--- config.mk ---
export PLATFORM = sky130hd
export DESIGN_NAME = seg_digit_scanner_flat
export DESIGN_NICKNAME = d
export VERILOG_FILES = /design/src/rtl/seg_digit_scanner_pkg.sv /design/src/rtl/seg_digit_scanner_if.sv /design/src/rtl/seg_digit_scanner_prescaler.sv /design/src/rtl/seg_digit_scanner.sv /design/src/flat_wrapper.sv
export SDC_FILE = /design/constraint.sdc
export NUM_CORES = 1
export LEC_CHECK = 0
export ABC_AREA = 1
export CELL_PAD_IN_SITES_DETAIL_PLACEMENT = 1
export CELL_PAD_IN_SITES_GLOBAL_PLACEMENT = 1
export CORE_MARGIN = 2
export CORE_UTILIZATION = 40
export DETAILED_ROUTE_END_ITERATION = 12
export PLACE_DENSITY = 0.77
export REMOVE_ABC_BUFFERS = 1
export SETUP_SLACK_MARGIN = 0.15
export SLEW_MARGIN = 40
export SYNTH_ARGS = -nofsm -noshare
export SYNTH_HDL_FRONTEND = slang
export SYNTH_SLANG_ARGS = --single-unit
--- constraint.sdc ---
create_clock -name clk -period 3.7 [get_ports clk]
set_input_delay 0.37 -clock clk [delete_from_list [all_inputs] [get_ports clk]]
set_output_delay 0.37 -clock clk [all_outputs]
set_load 0.01 [all_outputs]
--- src/rtl/seg_digit_scanner_pkg.sv ---
// -----------------------------------------------------------------------------
// seg_pkg : shared definitions for the multiplexed 7-segment scan controller.
//   BCD_W      width of one BCD digit code
//   SEG_W      segment count of the downstream BCD_to_7seg decoder
//   ANODE_OFF  all-anodes-off pattern (active-low), sliced to NUM_DIGITS
//   digits_w() packed width of an N-digit BCD vector
//   idx_w()    width of a digit index for N digits (at least 1 bit)
// -----------------------------------------------------------------------------
package seg_pkg;

   localparam int BCD_W = 4;
   localparam int SEG_W = 7;

   // Wide enough for the largest supported display (8 digits).
   localparam logic [7:0] ANODE_OFF = 8'hFF;

   typedef logic [BCD_W-1:0] bcd_t;

   function automatic int digits_w(input int n);
      return n * BCD_W;
   endfunction

   function automatic int idx_w(input int n);
      return (n > 1) ? $clog2(n) : 1;
   endfunction

endpackage

--- src/rtl/seg_digit_scanner_if.sv ---
// -----------------------------------------------------------------------------
// seg_digit_scanner_if : load/display bundle of the scan controller.
//   load       in   single-cycle strobe capturing digits_in
//   digits_in  in   packed BCD digits, [3:0] = digit 0 (rightmost)
//   blank_lz   in   leading-zero blanking enable (level)
//   bcd_out    out  BCD code of the digit currently scanned
//   an         out  active-low anode enables
//   digit_idx  out  index of the slot currently scanned
//   load_ack   out  one-cycle acknowledge of a load
// master = the side supplying digits, slave = the scanner.
// -----------------------------------------------------------------------------
interface seg_digit_scanner_if #(
   parameter int NUM_DIGITS = 4
);
   import seg_pkg::*;

   localparam int IDX_W = idx_w(NUM_DIGITS);

   logic                            load;
   logic [digits_w(NUM_DIGITS)-1:0] digits_in;
   logic                            blank_lz;
   logic [BCD_W-1:0]                bcd_out;
   logic [NUM_DIGITS-1:0]           an;
   logic [IDX_W-1:0]                digit_idx;
   logic                            load_ack;

   modport master (
      output load, digits_in, blank_lz,
      input  bcd_out, an, digit_idx, load_ack
   );

   modport slave (
      input  load, digits_in, blank_lz,
      output bcd_out, an, digit_idx, load_ack
   );

endinterface

--- src/rtl/seg_digit_scanner_prescaler.sv ---
// -----------------------------------------------------------------------------
// seg_scan_prescaler : free-running slot timer, counts 0..DIV-1 and wraps.
//   clk         system clock
//   rst_n       asynchronous active-low reset (count returns to 0)
//   count_o     current position inside the digit slot
//   slot_end_o  high in the last cycle of each slot (count == DIV-1)
// -----------------------------------------------------------------------------
module seg_scan_prescaler #(
   parameter int DIV   = 4,
   parameter int CNT_W = (DIV > 1) ? $clog2(DIV) : 1
) (
   input  logic             clk,
   input  logic             rst_n,
   output logic [CNT_W-1:0] count_o,
   output logic             slot_end_o
);

   logic [CNT_W-1:0] count_q;
   logic [CNT_W-1:0] count_d;

   assign slot_end_o = (count_q == CNT_W'(DIV - 1));
   assign count_o    = count_q;

   always_comb begin
      count_d = slot_end_o ? '0 : count_q + CNT_W'(1);
   end

   always_ff @(posedge clk or negedge rst_n) begin
      if (!rst_n) begin
         count_q <= '0;
      end else begin
         count_q <= count_d;
      end
   end

endmodule

--- src/rtl/seg_digit_scanner.sv ---
// -----------------------------------------------------------------------------
// seg_digit_scanner : time-multiplexed scan controller for a common-anode
// multi-digit 7-segment display, feeding BCD_to_7seg one digit at a time.
//   clk    system clock
//   rst_n  asynchronous active-low reset
//   bus    slave side of seg_digit_scanner_if (load/digits_in/blank_lz in,
//          bcd_out/an/digit_idx/load_ack out)
// Loads land in a shadow register and are promoted to the displayed digits
// only at the end of a frame, so a frame never mixes old and new digits.
// -----------------------------------------------------------------------------
module seg_digit_scanner
   import seg_pkg::*;
#(
   parameter int NUM_DIGITS  = 4,
   parameter int REFRESH_DIV = 100000,
   parameter int GAP_CYCLES  = 16
) (
   input  logic              clk,
   input  logic              rst_n,
   seg_digit_scanner_if.slave bus
);

   localparam int IDX_W = idx_w(NUM_DIGITS);
   localparam int DW    = digits_w(NUM_DIGITS);
   localparam int CNT_W = (REFRESH_DIV > 1) ? $clog2(REFRESH_DIV) : 1;
   localparam logic [IDX_W-1:0]      LAST_IDX = IDX_W'(NUM_DIGITS - 1);
   localparam logic [NUM_DIGITS-1:0] AN_OFF   = ANODE_OFF[NUM_DIGITS-1:0];

   logic [CNT_W-1:0]      presc;
   logic                  slot_end;
   logic                  frame_end;
   logic                  in_gap;

   logic [IDX_W-1:0]      idx_q,     idx_d;
   logic [DW-1:0]         active_q,  active_d;
   logic [DW-1:0]         shadow_q,  shadow_d;
   logic                  pending_q, pending_d;
   logic [NUM_DIGITS-1:0] an_q,      an_d;
   bcd_t                  bcd_q,     bcd_d;
   logic                  ack_q;

   // zero_from[i]: active digits i..NUM_DIGITS-1 are all zero.
   logic [NUM_DIGITS:1]   zero_from;
   logic [NUM_DIGITS-1:0] blank_vec;

   seg_scan_prescaler #(
      .DIV   (REFRESH_DIV),
      .CNT_W (CNT_W)
   ) u_prescaler (
      .clk        (clk),
      .rst_n      (rst_n),
      .count_o    (presc),
      .slot_end_o (slot_end)
   );

   assign frame_end = slot_end && (idx_q == LAST_IDX);
   assign in_gap    = (GAP_CYCLES > 0) && (int'(presc) < GAP_CYCLES);

   assign zero_from[NUM_DIGITS] = 1'b1;
   // The rightmost digit is never blanked so an all-zero value still shows "0".
   assign blank_vec[0] = 1'b0;

   for (genvar gi = 1; gi < NUM_DIGITS; gi++) begin : g_lz
      assign zero_from[gi] = zero_from[gi+1] && (active_q[gi*BCD_W +: BCD_W] == '0);
      assign blank_vec[gi] = bus.blank_lz && zero_from[gi];
   end

   always_comb begin
      idx_d     = idx_q;
      shadow_d  = shadow_q;
      active_d  = active_q;
      pending_d = pending_q;

      if (slot_end) begin
         idx_d = frame_end ? '0 : idx_q + IDX_W'(1);
      end

      if (bus.load) begin
         shadow_d = bus.digits_in;
      end

      if (frame_end) begin
         // A load coinciding with the frame boundary bypasses the shadow
         // and supersedes any older pending value.
         if (bus.load) begin
            active_d = bus.digits_in;
         end else if (pending_q) begin
            active_d = shadow_q;
         end
         pending_d = 1'b0;
      end else if (bus.load) begin
         pending_d = 1'b1;
      end
   end

   always_comb begin
      an_d  = AN_OFF;
      bcd_d = active_q[idx_q*BCD_W +: BCD_W];
      if (!in_gap && !blank_vec[idx_q]) begin
         an_d[idx_q] = 1'b0;
      end
   end

   always_ff @(posedge clk or negedge rst_n) begin
      if (!rst_n) begin
         idx_q     <= '0;
         active_q  <= '0;
         shadow_q  <= '0;
         pending_q <= 1'b0;
         an_q      <= AN_OFF;
         bcd_q     <= '0;
         ack_q     <= 1'b0;
      end else begin
         idx_q     <= idx_d;
         active_q  <= active_d;
         shadow_q  <= shadow_d;
         pending_q <= pending_d;
         an_q      <= an_d;
         bcd_q     <= bcd_d;
         ack_q     <= bus.load;
      end
   end

   assign bus.an        = an_q;
   assign bus.bcd_out   = bcd_q;
   assign bus.digit_idx = idx_q;
   assign bus.load_ack  = ack_q;

endmodule

--- src/flat_wrapper.sv ---
// flat-port wrapper written by rule: the top's interface ports become plain ports
module seg_digit_scanner_flat import seg_pkg::*;
#(
   parameter int NUM_DIGITS  = 4,
   parameter int REFRESH_DIV = 100000,
   parameter int GAP_CYCLES  = 16
)
  (clk, rst_n, bus_load, bus_digits_in, bus_blank_lz, bus_bcd_out, bus_an, bus_digit_idx, bus_load_ack);
  seg_digit_scanner_if #(.NUM_DIGITS(NUM_DIGITS)) bus_i ();
  input  logic clk;
  input  logic rst_n;
  input wire logic [$bits(bus_i.load)-1:0] bus_load;
  input wire logic [$bits(bus_i.digits_in)-1:0] bus_digits_in;
  input wire logic [$bits(bus_i.blank_lz)-1:0] bus_blank_lz;
  output wire logic [$bits(bus_i.bcd_out)-1:0] bus_bcd_out;
  output wire logic [$bits(bus_i.an)-1:0] bus_an;
  output wire logic [$bits(bus_i.digit_idx)-1:0] bus_digit_idx;
  output wire logic [$bits(bus_i.load_ack)-1:0] bus_load_ack;
  assign bus_i.load = bus_load;
  assign bus_i.digits_in = bus_digits_in;
  assign bus_i.blank_lz = bus_blank_lz;
  assign bus_bcd_out = bus_i.bcd_out;
  assign bus_an = bus_i.an;
  assign bus_digit_idx = bus_i.digit_idx;
  assign bus_load_ack = bus_i.load_ack;
  seg_digit_scanner #(.NUM_DIGITS(NUM_DIGITS), .REFRESH_DIV(REFRESH_DIV), .GAP_CYCLES(GAP_CYCLES)) u_core (.clk(clk), .rst_n(rst_n), .bus(bus_i));
endmodule
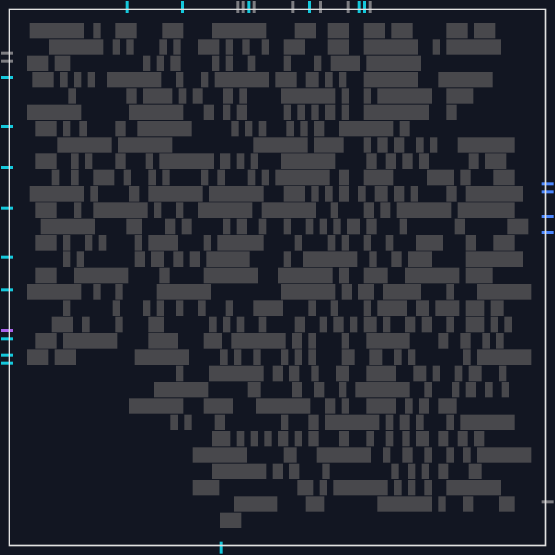
Figure 1: run 1, I/O pins on the die edge.
(6 px per um) Pins as bars across the die edge, other pins in grey.
legend:
  cyan:
    port: bus_digits_in
    pins: 16
    direction: input
    edge: 9 west, 6 north, 1 south
  blue:
    port: bus_an
    pins: 4
    direction: output
    edge: east
  purple:
    port: bus_load_ack
    pins: 1
    direction: output
    edge: west
all pins by edge: 13 north, 12 west, 5 east, 1 south

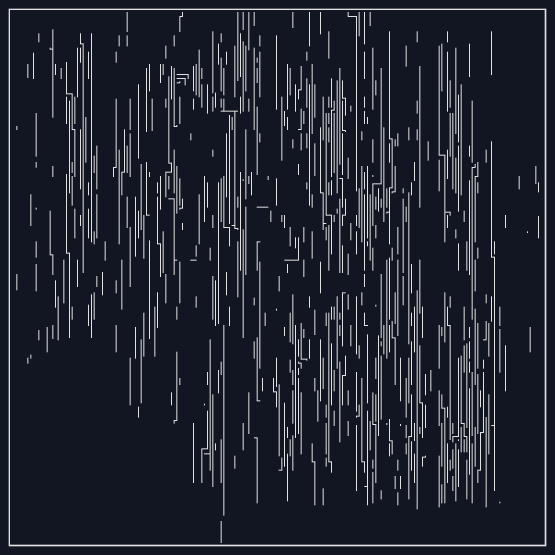
Figure 2: run 1, metal 2.
(6 px per um)
nets with wire on the layer: 333
main direction: vertical
longest straight run: 38.9 um
wire length on this layer: 3340 um
share of all routed wire: 46%

==> impl_metrics.ini, run 1 <==
; synthesis and place-and-route metrics
[final_timing]
worstMarginPinSlew_ns = 0.529
fin_ws_ns = 1.79
finalSetupViolCount = 0
relSlewSlack_pct = 64.7
clock_skew_ns = 0.0120
fin_crit_ns = 1.91
period_used_pct = 51.7
grt_setup_unrepaired = no
max_freq_ghz = 0.523
holdWs_ns = -0.00740
drv_slew = 0
final_hold_viol_count = 4

[worst_setup_path]
slowest_stage = clkdlybuf4s50_1
cp_top_family = buffers and inverters
crit_type = flop to primary output
cp-end-kind = primary output
crit_chain = clkdlybuf4s50_1
startpoint = u_core.bus.digit_idx[0]
r2r-start = u_core.u_prescaler.count_o[0]
crit_end = bus_digit_idx[0]
r2r-end = u_core.bus.digit_idx[0]
crit_path_start_kind = flop
regToRegSetupSlack_ns = 2.01
reg2reg_depth = 8
crit_cells = 1

[final_layout]
insertedDiodeCount = 0
logic_area_mm2 = 0.00117
layout_top_cell = nand2_1
n_fill_cell = 874
layout.nets = 396
final_cells = 475
fin_area_mm2 = 0.00349
lay_top_cells = nand2_1 (107), dfrtp_1 (57), inv_1 (32), nand3_1 (32), clkdlybuf4s50_1 (29)
regArea_mm2 = 0.00153

[floorplanning]
num_rows = 31
pin_count = 31
die-area_mm2 = 0.00794
die_height_um = 89.1
die_w_um = 89.1
fp-utilization_pct = 40.6

[synthesis]
ys_ff = 61
synth_area_per_cell_um2 = 8.65
synth_area_mm2 = 0.00290
netlist_instances = 335
synth_seq_share_pct = 52.8
area_leaders = dfrtp_1 (49%), nand2_1 (14%), nand3_1 (5.5%)
ys_cells = 335
synth_top_area_share_pct = 49.2
ys_area_mm2 = 0.00290

[grt]
grt_antenna_before_repair = 0
grt.total_usage_pct = 20.1
grt_pass1_vias = 2402
grt_max_degree = 42

[clocking]
clock.latency.late_pin_ns = 0.34
cts_tree = done
cts_htree_levels = 3
cts_setup_buffers = 0
cts-root-buf = clkbuf_8
cts-resized-gates = 0
cts_sinks = 61
holdBufCountCts = 0
cts_made_buffers = 9
cts.path.max_buffers = 2

[placement]
dp_slack_ns = 1.60
gp_congestion = 0.859
place_area_mm2 = 0.00328
dp_hpwl_um = 5300

[pwr]
leakagePower_nw = 1.76
peakVddDrop_uv = 156

[drt]
drt.antenna.violating_nets = 0
wirelength_um = 7280
avgViaCountPerCell = 4.97
num_vias = 2362
drt_iter0_drc = 114

[run_status]
outcome = complete, but fails checks
violations = negative hold slack

[run]
tool_warnings = 28
cap_violations = 0
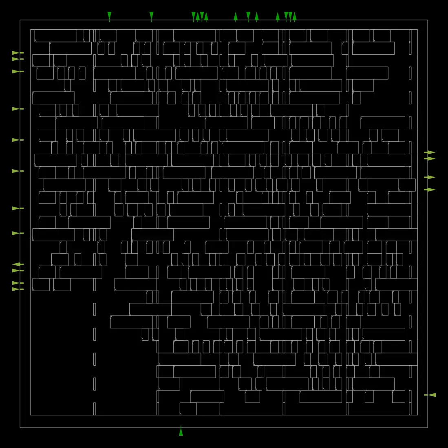
Figure 3: run 1, placement view.
# Taps: 99
FF+latch count: 61

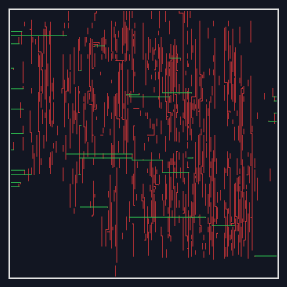
Figure 4: run 1, routed metal, one colour a layer.
(3 px per um) Only two layers are drawn.
legend:
  red:
    layer: metal 2
    wire_length: 3340 um
  green:
    layer: metal 3
    wire_length: 203 um

[run 1: kinds of logic (layout without fill, tap and decap cells)]
logic type                 count (synthesis)  after routing  synth area share (%)
DFF                                       61             61                  52.8
xor gates and xnor gates                   5              5                  1.51
and+or+nand+nor                          191            191                  31.4
adders and majority gates                  5              5                  2.16
buffers and inverters                     43             84                  6.82
AOI/OAI and AO/OA                         30             30                  5.31
[run 1: cells in the mapped netlist, types with 3 or more instances]
library cell  count
a21oi_1           8
buf_6             3
dfrtp_1          57
dfstp_2           4
ha_1              5
inv_1            32
nand2_1         107
nand2_2           3
nand3_1          32
nand4_1           3
nor2_1           21
nor2_2            3
nor2_4            3
nor3_1            9
o21ai_0          19
xor2_1            4
[run 1: report_power, final]
part | leakage [nW] | switching (mW) | internal (mW)
combinational | 0.870 | 0.0369 | 0.0271
clock | 0.102 | 0.269 | 0.347
sequential | 0.788 | 0.00463 | 0.683
[run 1: per-layer routing]
layer | track usage [%] | vias up | share of wire (%)
met2 | 30.4 | 42 | 46
met1 | 28.9 | 1165 | 50
met5 | 0 | - | 0
met3 | 3.51 | 9 | 2.8
li1 | - | 1146 | -
met4 | 7.87 | 0 | 1.3
[run 1: final cells by class]
class	count	share of cell area (%)
Sequential cell	61	43.9
Multi-Input combinational cell	231	33.5
Timing Repair Buffer	33	9.19
Clock buffer	11	4.34
Inverter	35	3.77
Tap cell	99	3.55
Clock inverter	5	1.69
[run 1: sequential cells by signal, indices dropped and copies added (netlist names)]
signal	cells
u_core.bus.bcd_out	4
u_core.bus.an	4
u_core.u_prescaler.count_o	17
u_core.active_q	16
u_core.shadow_q	16
u_core.pending_q	1
u_core.bus.digit_idx	2
u_core.bus.load_ack	1
Figure 5. Nets reached from selected ports (run 1).
(3 px per um)
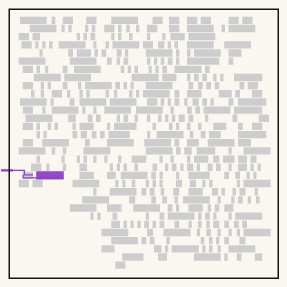

--- run 2 (diff from run 1) ---
--- a/config.mk
+++ b/config.mk
@@ -9,7 +9,7 @@
 export CELL_PAD_IN_SITES_DETAIL_PLACEMENT = 1
 export CELL_PAD_IN_SITES_GLOBAL_PLACEMENT = 1
 export CORE_MARGIN = 2
-export CORE_UTILIZATION = 40
+export CORE_UTILIZATION = 38
 export DETAILED_ROUTE_END_ITERATION = 12
 export PLACE_DENSITY = 0.77
 export REMOVE_ABC_BUFFERS = 1
==> constraint.sdc (replaced) <==
create_clock -name clk -period 1.7 [get_ports clk]
set_input_delay 0.17 -clock clk [delete_from_list [all_inputs] [get_ports clk]]
set_output_delay 0.17 -clock clk [all_outputs]
set_load 0.01 [all_outputs]
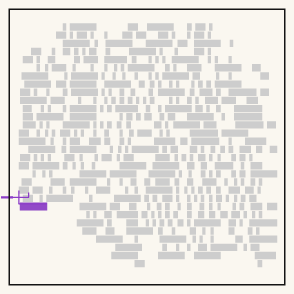
Figure 6: run 2, nets reached from selected ports.
(3 px per um)
legend:
  purple:
    port: bus_load_ack
    direction: output
    edge: west
    end_cells: 1
    wire: 20.9 um

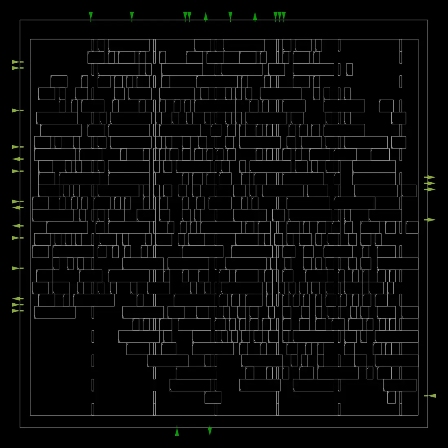
Figure 7: run 2, placement view.
Core ar.: 0.00733 mm^2
fin util: 50.7%
fill count: 847
FP Rows: 31
fraction of area in registers: 41.3%

==> impl_metrics.ini, run 2 <==
; synthesis and place-and-route metrics
[run_status]
outcome = finished clean

[worst_setup_path]
startpoint = u_core.u_prescaler.count_o[14]
cp-end-kind = flop
slowest_stage = dfrtp_1
crit_path_start_kind = flop
regToRegSetupSlack_ns = 0.19
reg2reg_depth = 6
r2r-end = u_core.u_prescaler.count_o[16]

[pwr]
power_switching_uw = 614
peakVddDrop_uv = 500
seqPwrFrac_pct = 53.4
leakagePower_nw = 1.88

[clocking]
cts_htree_levels = 3
cts_made_buffers = 9
cts.path.max_buffers = 2
cts_tree = done
clock.latency.late_pin_ns = 0.34

[synthesis]
netlist_instances = 335
synth_area_mm2 = 0.00290
ys_ff = 61
synthSimpleGateAreaFrac_pct = 31.4
top_cells_by_count = nand2_1 (107), dfrtp_1 (57), inv_1 (32), nand3_1 (32), nor2_1 (21)
synthAdderAreaFrac_pct = 2.16
synth_area_per_cell_um2 = 8.65
synth_top_area_share_pct = 49.2
ys_area_mm2 = 0.00290
synth_seq_share_pct = 52.8

[floorplanning]
die-area_mm2 = 0.00834
die_height_um = 91.3
pin_count = 31

[final_layout]
regArea_mm2 = 0.00154
largest_register_ffs = 17
layout.nets = 415
lay_top_cells = nand2_1 (104), dfrtp_1 (53), inv_1 (28)

[run]
tool_warnings = 29
cap_violations = 0

[final_timing]
grt_setup_unrepaired = no
holdWs_ns = 0.365
worstMarginPinSlew_ns = 0.531
final_hold_viol_count = 0
relSlewSlack_pct = 64.5

[drt]
drt_iter0_drc = 103
num_vias = 2434
avgViaCountPerCell = 4.94
drt.antenna.violating_nets = 0

[grt]
grt_max_degree = 62
grt_antenna_before_repair = 0

[placement]
place_area_mm2 = 0.00332
dp_hpwl_um = 5260
## run 2: layout make-up
cell class,instances,share of cell area [%]
Clock buffer,14,4.64
Clock inverter,1,0.135
Inverter,35,3.73
Multi-Input combinational cell,233,34.6
Sequential cell,61,41.3
Tap cell,99,3.33
Timing Repair Buffer,50,12.3
## run 2: repair_timing
action,CTS,global route
buffers inserted,3,8
endpoints found under the hold margin,57,0
hold buffers,1,0
cloned,2,0
resized,10,24
endpoints found under the setup margin,28,27
pin swaps,2,8
## run 2: per-layer routing
layer / GRT usage (%) / vias to the layer above / routed length [um]
met5: 0 / - / 0
met1: 25.1 / 1190 / 3400
li1: - / 1185 / -
met4: 7.83 / 0 / 172
met3: 4.56 / 16 / 242
met2: 31.6 / 43 / 3590
## run 2: worst min path at each step
stage	start	end	slack, ns	cells past startpoint
final	rst_n	u_core.u_prescaler.count_o[14]	0.36	3
after global routing	bus_digits_in[4]	u_core.shadow_q[4]	0.41	3
after CTS	rst_n	u_core.u_prescaler.count_o[13]	0.37	3
after detailed placement	rst_n	u_core.u_prescaler.count_o[13]	0.20	2
after global placement	rst_n	u_core.u_prescaler.count_o[13]	0.20	2
after floorplan	rst_n	u_core.active_q[0]	-0.13	0
## run 2: stage by stage
step | setup slack, ns | power (mW)
floorplan | 0.255 | 1.56
global placement | 0.0337 | 1.66
detailed placement | -0.0132 | 1.67
CTS | 0.134 | 2.84
global route | 0.0469 | 2.92
finish | 0.189 | 2.80
## run 2: power groups by stage
stage          combinational (mW)  clock [mW]  sequential (mW)
2_1_floorplan              0.0419           0             1.52
3_5_place_dp                0.146           0             1.52
5_1_grt                     0.167        1.26             1.50
6_report                    0.146        1.16             1.50
3_3_place_gp                0.141           0             1.52
4_1_cts                     0.149        1.20             1.50
Power and IR drop assume default switching activity.
